run_1/wire_density.png
Drawn at 4 px/um. 16 x 16 tiles, from dark purple (low) to yellow (high), scaled to the fullest tile. Values are wire area over tile area, all layers added.
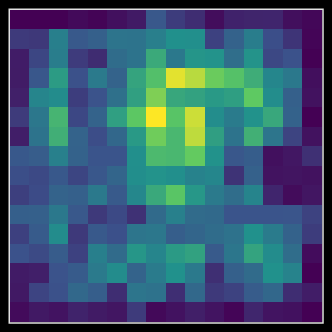
run_1/zoom.png
Window x 14 to 64, y 28 to 78 um. Cells in grey, sequential cells in the stronger grey; small squares are vias.
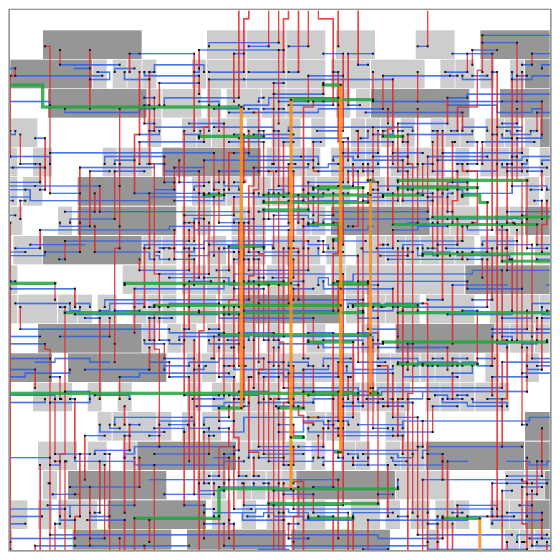
run_1/final_placement.png
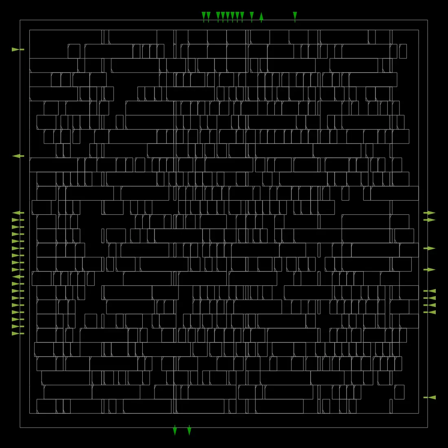
run_1/drive_strength.png
Drawn at 4 px/um.
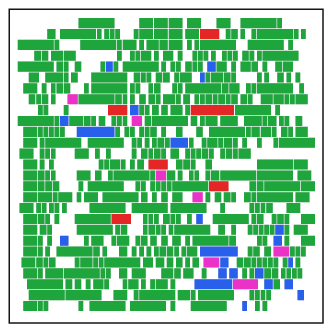
**src/rtl/led_blink_arbiter_if.sv**
```systemverilog
`default_nettype none
// ============================================================================
//  Module   : led_blink_arbiter_if
//  Purpose  : Bundle between the status requesters and the LED blink
//             arbiter.
//  Signals  : req          requester -> arbiter  per-requester request level
//             req_count    requester -> arbiter  blink count, nibble i = req i
//             half_period  requester -> arbiter  ON/OFF time in ticks
//             grant        arbiter -> requester  one-hot LED owner
//             done         arbiter -> requester  burst-complete pulse
//             busy         arbiter -> requester  arbiter not idle
//             led          arbiter -> pin        LED drive
//  Modports : master = requester side, slave = arbiter side
//  Revision : 1.0 - initial release
// ============================================================================
interface led_blink_arbiter_if #(
    parameter int N_REQ = 4
);
    logic [N_REQ-1:0]   req;
    logic [4*N_REQ-1:0] req_count;
    logic [9:0]         half_period;
    logic [N_REQ-1:0]   grant;
    logic [N_REQ-1:0]   done;
    logic               busy;
    logic               led;

    modport master (
        output req, req_count, half_period,
        input  grant, done, busy, led
    );

    modport slave (
        input  req, req_count, half_period,
        output grant, done, busy, led
    );
endinterface
`default_nettype wire

```
**src/rtl/led_blink_arbiter.sv**
```systemverilog
`default_nettype none
// ============================================================================
//  Module   : led_blink_arbiter
//  Purpose  : Round-robin sharing of one status LED among N_REQ requesters.
//             The granted requester gets a burst of req_count blinks at a
//             half-period of half_period ticks, followed by a GAP_TICKS dark
//             gap and a one-cycle done pulse.
//  Ports    : clk    system clock
//             rst_n  asynchronous active-low reset
//             bus    led_blink_arbiter_if.slave (req, req_count, half_period
//                    in; grant, done, busy, led out)
//  Options  : LED_BLINK_ACTIVE_LOW_EN - when defined the led pin is the
//             inverse of the logical LED (idle/reset level 1).
//  Revision : 1.0 - initial release
// ============================================================================
module led_blink_arbiter #(
    parameter int CLK_HZ    = 27000000,
    parameter int TICK_HZ   = 1000,
    parameter int N_REQ     = 4,
    parameter int GAP_TICKS = 500
) (
    input  wire logic          clk,
    input  wire logic          rst_n,
    led_blink_arbiter_if.slave bus
);
    localparam int DIV = CLK_HZ / TICK_HZ;
    localparam int PW  = $clog2(DIV);
    localparam int IW  = $clog2(N_REQ);
    localparam int GW  = $clog2(GAP_TICKS + 1);
    localparam int TW  = (GW > 10) ? GW : 10;

    typedef enum logic [2:0] {
        S_IDLE = 3'd0,
        S_ON   = 3'd1,
        S_OFF  = 3'd2,
        S_GAP  = 3'd3,
        S_DONE = 3'd4
    } state_t;

    state_t           r_state, w_state_nxt;
    logic [PW-1:0]    r_pre,   w_pre_nxt;
    logic [TW-1:0]    r_tmr,   w_tmr_nxt;
    logic [3:0]       r_cnt,   w_cnt_nxt;
    logic [9:0]       r_hp,    w_hp_nxt;
    logic [IW-1:0]    r_own,   w_own_nxt;
    logic [IW-1:0]    r_last,  w_last_nxt;
    logic [N_REQ-1:0] r_grant, w_grant_nxt;
    logic [N_REQ-1:0] r_done,  w_done_nxt;

    logic             w_tick;
    logic             w_phase_end;
    logic             w_own_req;
    logic             w_found;
    logic [IW-1:0]    w_pick;
    logic [IW-1:0]    w_idx;
    logic [IW+1:0]    w_nib_base;
    logic [3:0]       w_cnt_lat;
    logic [9:0]       w_hp_lat;
    logic [N_REQ-1:0] w_own_1h;
    logic             w_led_on;

    assign w_tick      = (r_pre == PW'(DIV - 1));
    assign w_phase_end = w_tick && (r_tmr == TW'(1));
    assign w_own_req   = bus.req[r_own];
    assign w_own_1h    = {{(N_REQ-1){1'b0}}, 1'b1} << r_own;

    // Round-robin: first set request scanning upward from last+1 with wrap.
    always_comb begin
        w_found = 1'b0;
        w_pick  = '0;
        w_idx   = '0;
        for (int i = 1; i <= N_REQ; i++) begin
            w_idx = IW'((int'(r_last) + i) % N_REQ);
            if (!w_found && bus.req[w_idx]) begin
                w_found = 1'b1;
                w_pick  = w_idx;
            end
        end
    end

    assign w_nib_base = {w_pick, 2'b00};
    assign w_cnt_lat  = bus.req_count[w_nib_base +: 4];
    assign w_hp_lat   = (bus.half_period == 10'd0) ? 10'd1 : bus.half_period;

    always_comb begin
        w_state_nxt = r_state;
        w_pre_nxt   = w_tick ? '0 : r_pre + 1'b1;
        w_tmr_nxt   = w_tick ? r_tmr - 1'b1 : r_tmr;
        w_cnt_nxt   = r_cnt;
        w_hp_nxt    = r_hp;
        w_own_nxt   = r_own;
        w_last_nxt  = r_last;
        w_grant_nxt = r_grant;
        w_done_nxt  = '0;

        case (r_state)
            S_IDLE: begin
                // Prescaler held at zero so every burst starts phase-aligned.
                w_pre_nxt = '0;
                w_tmr_nxt = r_tmr;
                if (w_found) begin
                    w_own_nxt   = w_pick;
                    w_grant_nxt = {{(N_REQ-1){1'b0}}, 1'b1} << w_pick;
                    w_cnt_nxt   = w_cnt_lat;
                    w_hp_nxt    = w_hp_lat;
                    w_tmr_nxt   = TW'(w_hp_lat);
                    w_state_nxt = (w_cnt_lat == 4'd0) ? S_DONE : S_ON;
                end
            end
            S_ON, S_OFF, S_GAP: begin
                if (!w_own_req) begin
                    // Owner withdrew: release silently, no done pulse.
                    w_state_nxt = S_IDLE;
                    w_grant_nxt = '0;
                    w_last_nxt  = r_own;
                    w_pre_nxt   = '0;
                end else if (w_phase_end) begin
                    if (r_state == S_ON) begin
                        w_state_nxt = S_OFF;
                        w_cnt_nxt   = r_cnt - 1'b1;
                        w_tmr_nxt   = TW'(r_hp);
                    end else if (r_state == S_OFF) begin
                        if (r_cnt != 4'd0) begin
                            w_state_nxt = S_ON;
                            w_tmr_nxt   = TW'(r_hp);
                        end else begin
                            w_state_nxt = S_GAP;
                            w_tmr_nxt   = TW'(GAP_TICKS);
                        end
                    end else begin
                        w_state_nxt = S_DONE;
                    end
                end
            end
            S_DONE: begin
                w_state_nxt = S_IDLE;
                w_grant_nxt = '0;
                w_done_nxt  = w_own_1h;
                w_last_nxt  = r_own;
            end
            default: begin
                w_state_nxt = S_IDLE;
                w_grant_nxt = '0;
            end
        endcase
    end

    always_ff @(posedge clk or negedge rst_n) begin
        if (!rst_n) begin
            r_state <= S_IDLE;
            r_pre   <= '0;
            r_tmr   <= '0;
            r_cnt   <= '0;
            r_hp    <= 10'd1;
            r_own   <= '0;
            r_last  <= IW'(N_REQ - 1);
            r_grant <= '0;
            r_done  <= '0;
        end else begin
            r_state <= w_state_nxt;
            r_pre   <= w_pre_nxt;
            r_tmr   <= w_tmr_nxt;
            r_cnt   <= w_cnt_nxt;
            r_hp    <= w_hp_nxt;
            r_own   <= w_own_nxt;
            r_last  <= w_last_nxt;
            r_grant <= w_grant_nxt;
            r_done  <= w_done_nxt;
        end
    end

    assign w_led_on  = (r_state == S_ON);
    assign bus.grant = r_grant;
    assign bus.done  = r_done;
    assign bus.busy  = (r_state != S_IDLE);

`ifdef LED_BLINK_ACTIVE_LOW_EN
    assign bus.led = ~w_led_on;
`else
    assign bus.led = w_led_on;
`endif

endmodule
`default_nettype wire

```
**src/flat_wrapper.sv**
```systemverilog
// flat-port wrapper written by rule: the top's interface ports become plain ports
module led_blink_arbiter_flat 
#(
    parameter int CLK_HZ    = 27000000,
    parameter int TICK_HZ   = 1000,
    parameter int N_REQ     = 4,
    parameter int GAP_TICKS = 500
)
  (clk, rst_n, bus_req, bus_req_count, bus_half_period, bus_grant, bus_done, bus_busy, bus_led);
  led_blink_arbiter_if #(.N_REQ(N_REQ)) bus_i ();
  input  wire logic clk;
  input  wire logic rst_n;
  input wire logic [$bits(bus_i.req)-1:0] bus_req;
  input wire logic [$bits(bus_i.req_count)-1:0] bus_req_count;
  input wire logic [$bits(bus_i.half_period)-1:0] bus_half_period;
  output wire logic [$bits(bus_i.grant)-1:0] bus_grant;
  output wire logic [$bits(bus_i.done)-1:0] bus_done;
  output wire logic [$bits(bus_i.busy)-1:0] bus_busy;
  output wire logic [$bits(bus_i.led)-1:0] bus_led;
  assign bus_i.req = bus_req;
  assign bus_i.req_count = bus_req_count;
  assign bus_i.half_period = bus_half_period;
  assign bus_grant = bus_i.grant;
  assign bus_done = bus_i.done;
  assign bus_busy = bus_i.busy;
  assign bus_led = bus_i.led;
  led_blink_arbiter #(.CLK_HZ(CLK_HZ), .TICK_HZ(TICK_HZ), .N_REQ(N_REQ), .GAP_TICKS(GAP_TICKS)) u_core (.clk(clk), .rst_n(rst_n), .bus(bus_i));
endmodule
```
**config.mk**
```make
export PLATFORM = sky130hd
export DESIGN_NAME = led_blink_arbiter_flat
export DESIGN_NICKNAME = d
export VERILOG_FILES = /design/src/rtl/led_blink_arbiter_if.sv /design/src/rtl/led_blink_arbiter.sv /design/src/flat_wrapper.sv
export SDC_FILE = /design/constraint.sdc
export NUM_CORES = 1
export LEC_CHECK = 0
export ABC_AREA = 1
export CAP_MARGIN = 5
export CORE_MARGIN = 1.5
export CORE_UTILIZATION = 60
export DETAILED_ROUTE_END_ITERATION = 10
export PLACE_DENSITY_LB_ADDON = 0.05
export SETUP_SLACK_MARGIN = 0.1
export SLEW_MARGIN = 20
export SYNTH_ARGS = -nofsm -noshare
export SYNTH_HDL_FRONTEND = slang
export SYNTH_SLANG_ARGS = --single-unit
```
**constraint.sdc**
```tcl
create_clock -name clk -period 3.7 [get_ports clk]
set_clock_uncertainty 0.05 [all_clocks]
set_input_delay 0.74 -clock clk [delete_from_list [all_inputs] [get_ports clk]]
set_output_delay 0.74 -clock clk [all_outputs]
set_load 0.01 [all_outputs]
```
==> flow_summary.json, run 1 <==
{
  "yosysWarnings": 0,
  "ys_sh_mux_pct": 0,
  "die_x_um": 78.1,
  "numCtsBuffers": 5,
  "antenna_left": 0,
  "power_density_nw_per_um2": 815,
  "worst_setup_path_start_kind": "primary input",
  "top_cell": "nand2_1",
  "drive_gt1_share_pct": 6.64,
  "hold_viol_final": 0,
  "flop_cell": "dfrtp_1",
  "status": "finished clean",
  "ys_cells": 480,
  "r2r.worst_path.cells": 14,
  "port_buffers": 41,
  "dr.pass1.iters": 5,
  "cts_tree": "yes",
  "warning_count": 27,
  "largest_reg_flops": 15,
  "clk_pin_slew_ns": 0.09,
  "synth_nets": 516,
  "cts_buffer_depth": 2,
  "p_leak_nw": 1.90,
  "min_path_cells": 1,
  "setup_viol": 0,
  "synth_seq_share_pct": 40.1,
  "clock-sinks": 54,
  "hold_end": "u_core.r_pre[0]",
  "avgViaCountPerCell": 5.51,
  "finalCritPeriodShare_pct": 75.7,
  "nets": 562,
  "antennaDiodeCount": 0,
  "htree_levels": 2,
  "rr_startpoint": "u_core.r_last[0]",
  "fp_util_pct": 61.8,
  "antenna_found_initial": 0,
  "max_freq_mhz": 357,
  "top_cells_by_count": "144 x nand2_1, 60 x inv_1, 51 x dfrtp_1, 51 x nor2_1, 34 x o21ai_0",
  "post_cts_resized": 0,
  "rows": 27,
  "slew-limit-headroom_pct": 30.8,
  "adder_share_pct": 1.48,
  "hold_path_startpoint": "u_core.r_pre[0]",
  "logic_family": "simple AND/OR/NAND/NOR gates",
  "setup_tns_ns": 0,
  "via_count": 3302
}
Back to the opening pictures, wire_density.png:
tiles over half the peak: 18%
mean over tiles: 0.22
densest ninth of the die: middle
fullest tile: 0.68
nearly empty tiles: 4.3%
All-Layer GR Usage: 29.5%
WL final: 8160 um

Back to the opening pictures, zoom.png:
[orange] met4
[red] met2
[green] met3
[blue] met1
netlist names of flops here include: `u_core.r_hp` (10), `u_core.r_tmr` (6), `u_core.r_state` (3)
sequential cells in the window: 24
cells with their middle in the window: 251
most frequent: nand2_1 (62), inv_1 (37), nor2_1 (27)

Back to the opening pictures, final_placement.png:
placeable core area: 5470 sq um
Seq area share: 34.0%

Back to the opening pictures, drive_strength.png:
[green] drive 1 or less | cells: 492 | most used: nand2_1
[magenta] drive 3 to 4 | cells: 7 | most used: buf_4
[blue] drive 2 | cells: 22 | most used: nand2_2
[red] drive 6 and up | cells: 6 | most used: clkbuf_8
Area Overhead vs Synth: 17.9%
Design Area, Final: 3990 sq um
Worst Setup Slack, final: 0.899 ns
Buffers, non-clock: 45

run 1: worst max path at each step:
| stage | cells after the start | from | end |
|---|---|---|---|
| floorplan | 19 | bus_req[2] | u_core.r_state[0] |
| global placement | 18 | bus_req[0] | u_core.r_state[0] |
| detailed placement | 18 | bus_req[3] | u_core.r_state[0] |
| CTS | 18 | bus_req[3] | u_core.r_state[0] |
| global route | 18 | bus_req[3] | u_core.r_state[0] |
| finish | 15 | bus_req[3] | u_core.r_state[2] |
run 1: per-layer routing:
metal | global-route usage (%) | up-vias | share of wire [%]
li1 | - | 1653 | -
met1 | 41.5 | 1512 | 46
met2 | 45.8 | 118 | 45
met3 | 5.47 | 19 | 6.7
met4 | 10.5 | 0 | 2.1
met5 | 0 | - | 0
run 1: kinds of logic (layout without fill, tap and decap cells):
group | after synthesis | after routing
fa+ha+maj | 4 | 4
buf+inv | 69 | 116
flops | 54 | 54
compound gates | 72 | 72
simple gates | 268 | 268
xor+xnor | 13 | 13
run 1: worst max-delay path, stage by stage:
cell,delay (ns)
clkdlybuf4s50_1,0.51
nand2_1,0.08
nand2_2,0.09
nand2_2,0.07
nand2_2,0.09
inv_1,0.06
nand3_1,0.06
nand3_1,0.10
nor2_2,0.35
inv_1,0.21
nand2_1,0.11
nand2_1,0.08
nor2_1,0.15
nand3_1,0.11
a21oi_1,0.17
run 1: through the flow:
stage	power [mW]	instance area [sq um]	setup slack [ns]	cells
detailed placement	2.85	3880	0.602	591
global placement	2.80	3880	0.627	591
finish	3.25	3990	0.899	599
floorplan	2.35	3380	1.47	480
CTS	3.25	3990	0.928	599
global route	3.57	3990	0.631	599
run 1: where the power goes:
| group | switching (mW) | total (mW) | leakage, nW | internal, mW |
|---|---|---|---|---|
| clock network | 0.190 | 0.389 | 0.0579 | 0.199 |
| registers | 0.166 | 0.969 | 0.691 | 0.804 |
| logic | 1.24 | 1.89 | 1.16 | 0.651 |
run 1: cell usage in the layout (no fill, tap or decap), types with 2 or more instances in the layout:
master | Yosys | routed
clkinv_2 | 0 | 2
o22ai_1 | 2 | 2
nand2_2 | 7 | 7
nor3_1 | 14 | 14
dfstp_2 | 3 | 3
a211oi_1 | 4 | 4
o211ai_1 | 2 | 2
o21ai_0 | 34 | 34
clkdlybuf4s50_1 | 0 | 40
nor4_1 | 6 | 6
a41oi_1 | 3 | 3
a32o_1 | 3 | 3
a21oi_1 | 11 | 11
xnor2_1 | 5 | 5
buf_4 | 0 | 4
nand4_1 | 3 | 3
inv_1 | 60 | 60
o21ai_1 | 4 | 4
xor2_1 | 8 | 8
nand2_1 | 144 | 144
nor2_1 | 51 | 51
a22oi_1 | 3 | 3
nor2_2 | 4 | 4
nand3_1 | 29 | 29
dfrtp_1 | 51 | 51
nor3b_1 | 4 | 4
clkbuf_8 | 0 | 5
ha_1 | 4 | 4
inv_2 | 3 | 3
run 1: cell type report:
cell class / count / area, sq um / area share, %
clock inverters: 3 / 40.0 / 1.00
clock buffers: 5 / 68.8 / 1.73
well taps: 72 / 90.1 / 2.26
repair buffers: 45 / 435 / 10.9
inverters: 63 / 236 / 5.93
multi-input cells: 357 / 1760 / 44.2
flip-flops and latches: 54 / 1360 / 34.0
==> run 1 -> run 2 <==
Settings changed: CORE_UTILIZATION 60 to 51.
Clock period 3.7 ns to 2.3 ns, I/O delays scaled along.
run_2/zoom.png
Window x 17 to 67, y 34 to 84 um. Cells in grey, sequential cells in the stronger grey; small squares are vias.
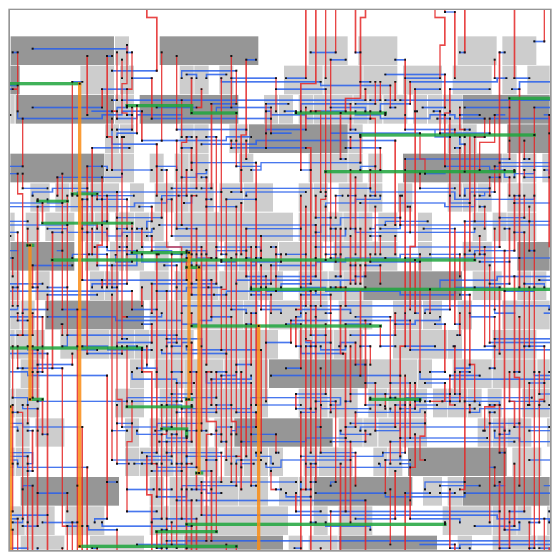
[blue] met1
[red] met2
[green] met3
[orange] met4
most frequent: nand2_1 (57), inv_1 (27), nor2_1 (25)
sequential cells in the window: 19
cells with their middle in the window: 241
netlist names of flops here include: `u_core.r_hp` (7), `u_core.r_tmr` (5), `u_core.r_state` (3)

run_2/final_placement.png
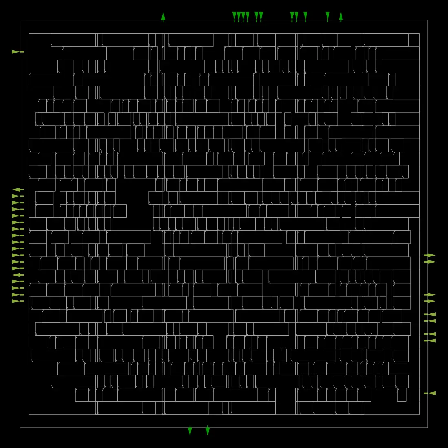
TAP cells: 77
fill count: 515
placeable core area: 6390 sq um
post-route insts no fill: 654
post-layout util: 73.5%

==> run 2 against run 1 <==
Against the previous run: the flow now finishes with violations (negative setup slack); via count rose by 8.4%; clock-buffer cell count did not move; critical path depth fell by 1; power rose by 100%; routed wire length rose by 17%; critical path type is now flop to flop; largest cell class unchanged; largest power group unchanged; highest routed layer unchanged.
==> flow_summary.json, run 2 <==
{
  "nets": 612,
  "warning_count": 29,
  "max_freq_mhz": 431,
  "cts_buffer_depth": 2,
  "slowest_stage": "dfstp_2",
  "r2r.worst_path.cells": 14,
  "finalPower_mw": 6.64,
  "layout_setup_ws_ns": -0.0216,
  "cpPeakStageDelay_ns": 0.63,
  "die_x_um": 84.4,
  "worst_setup_path_start_kind": "flop",
  "ctsHoldBuffers": 0,
  "largest_reg_flops": 15,
  "violations": "negative setup slack",
  "synth_nets": 516,
  "async_flop_share_pct": 100,
  "dpl.cell_count": 631,
  "setup_tns_ns": -0.0912,
  "globalRouteTotalUtil_pct": 28.1,
  "area_delta_synth_final_pct": 38.8,
  "antennaDiodeCount": 0,
  "numCtsBuffers": 5,
  "crit_path_start": "u_core.r_last[0]",
  "rr_startpoint": "u_core.r_last[0]",
  "fp_util_pct": 53.0,
  "htree_levels": 2,
  "status": "finished with violations",
  "routed_wl_um": 9570,
  "hold_viol_final": 0,
  "yosysWarnings": 0,
  "drive_gt1_share_pct": 24.6,
  "dp_slack_ns": -0.306,
  "slew-limit-headroom_pct": 64.9,
  "clock-sinks": 54,
  "setup_viol": 6,
  "flop_cell": "dfrtp_1",
  "top_cell": "nand2_1",
  "cts_tree": "yes",
  "synth_seq_share_pct": 40.1,
  "avgViaCountPerCell": 5.47,
  "crit_chain": "buf_4 > nand2_1 > nand2_2 > nand2_1 > nand2_2 > inv_1 > nand3_4 > buf_4 > buf_6 > nor2_4 > inv_2 > buf_4 > nand2_1 > a32o_1",
  "antenna_left": 0,
  "rows": 29,
  "finalCritPeriodShare_pct": 101,
  "antenna_found_initial": 0,
  "crit_end": "u_core.bus.grant[2]",
  "clk_pin_slew_ns": 0.10,
  "mostFrequentLayoutCells": "117 x nand2_1, 55 x inv_1, 51 x dfrtp_1, 46 x nor2_1, 45 x buf_4"
}
## run 2: netlist changes by cell type in the layout (fill, tap and decap cells not counted), moves of 5 or more
cell / change
nand3_2: +8
o21ai_0: -5
inv_1: -5
nand2_4: +7
nand2_2: +20
nand2_1: -27
nand3_1: -8
nor2_1: -5
buf_4: +41
## run 2: how the worst min path moves through the flow
stage          depth (start not counted)            endpoint
5_1_grt                                2     u_core.r_tmr[1]
4_1_cts                                2  u_core.bus.done[2]
6_report                               2    u_core.r_pre[14]
3_5_place_dp                           1     u_core.r_pre[0]
2_1_floorplan                          0  u_core.bus.done[0]
3_3_place_gp                           1     u_core.r_pre[0]
## run 2: report_power, final
group,total (mW),leakage (nW),internal [mW],switching (mW)
Clock,0.773,0.0683,0.437,0.336
Sequential,1.54,0.691,1.29,0.249
Combinational,4.33,1.47,1.76,2.56
## run 2: logic make-up (layout without fill, tap and decap cells)
kind of cell / after synthesis / count (layout) / synth area share [%]
compound gates: 72 / 72 / 12.7
xor+xnor: 13 / 13 / 3.37
fa+ha+maj: 4 / 4 / 1.48
buf+inv: 69 / 164 / 7.88
flops: 54 / 54 / 40.1
simple gates: 268 / 270 / 34.6
## run 2: repair_timing
action                     in CTS  in global routing
pin swaps                      13                 22
setup buffers                   7                  5
setup endpoints to repair      11                 29
gates resized                  30                 54
cloned                          1                  2
## run 2: layer usage
layer  part of all wire [%]  global-route usage, %  wire [um]  vias up
li1                       -                      -          -     1755
met1                     44                   38.0       4170     1708
met2                     50                   47.6       4770      103
met3                    5.1                   4.03        484       14
met4                    1.5                   7.77        143        0
met5                      0                      0          0        -
## run 2: worst max-delay path, delay by kind of cell, from the launching register on
kind	cells	cell delay (ns)
DFF	1	0.63
buffers and inverters	6	0.70
and+or+nand+nor	7	0.60
AOI/OAI and AO/OA	1	0.23
## run 2: final cells by class
type                            count  area [sq um]  share of cell area [%]
Tap cell                           77          96.3                    2.05
Clock inverter                      3          68.8                    1.47
Clock buffer                        5          68.8                    1.47
Sequential cell                    54          1360                    28.9
Timing Repair Buffer               93           832                    17.7
Multi-Input combinational cell    359          2030                    43.3
Inverter                           63           241                    5.15
## run 2: through the flow
stage               util [%]  hold WS, ns
floorplan                  -        0.114
global placement        65.1        0.390
detailed placement      65.1        0.393
CTS                     70.0        0.107
global route            73.5        0.124
finish                  73.5       0.0956
Power and IR drop assume default switching activity.
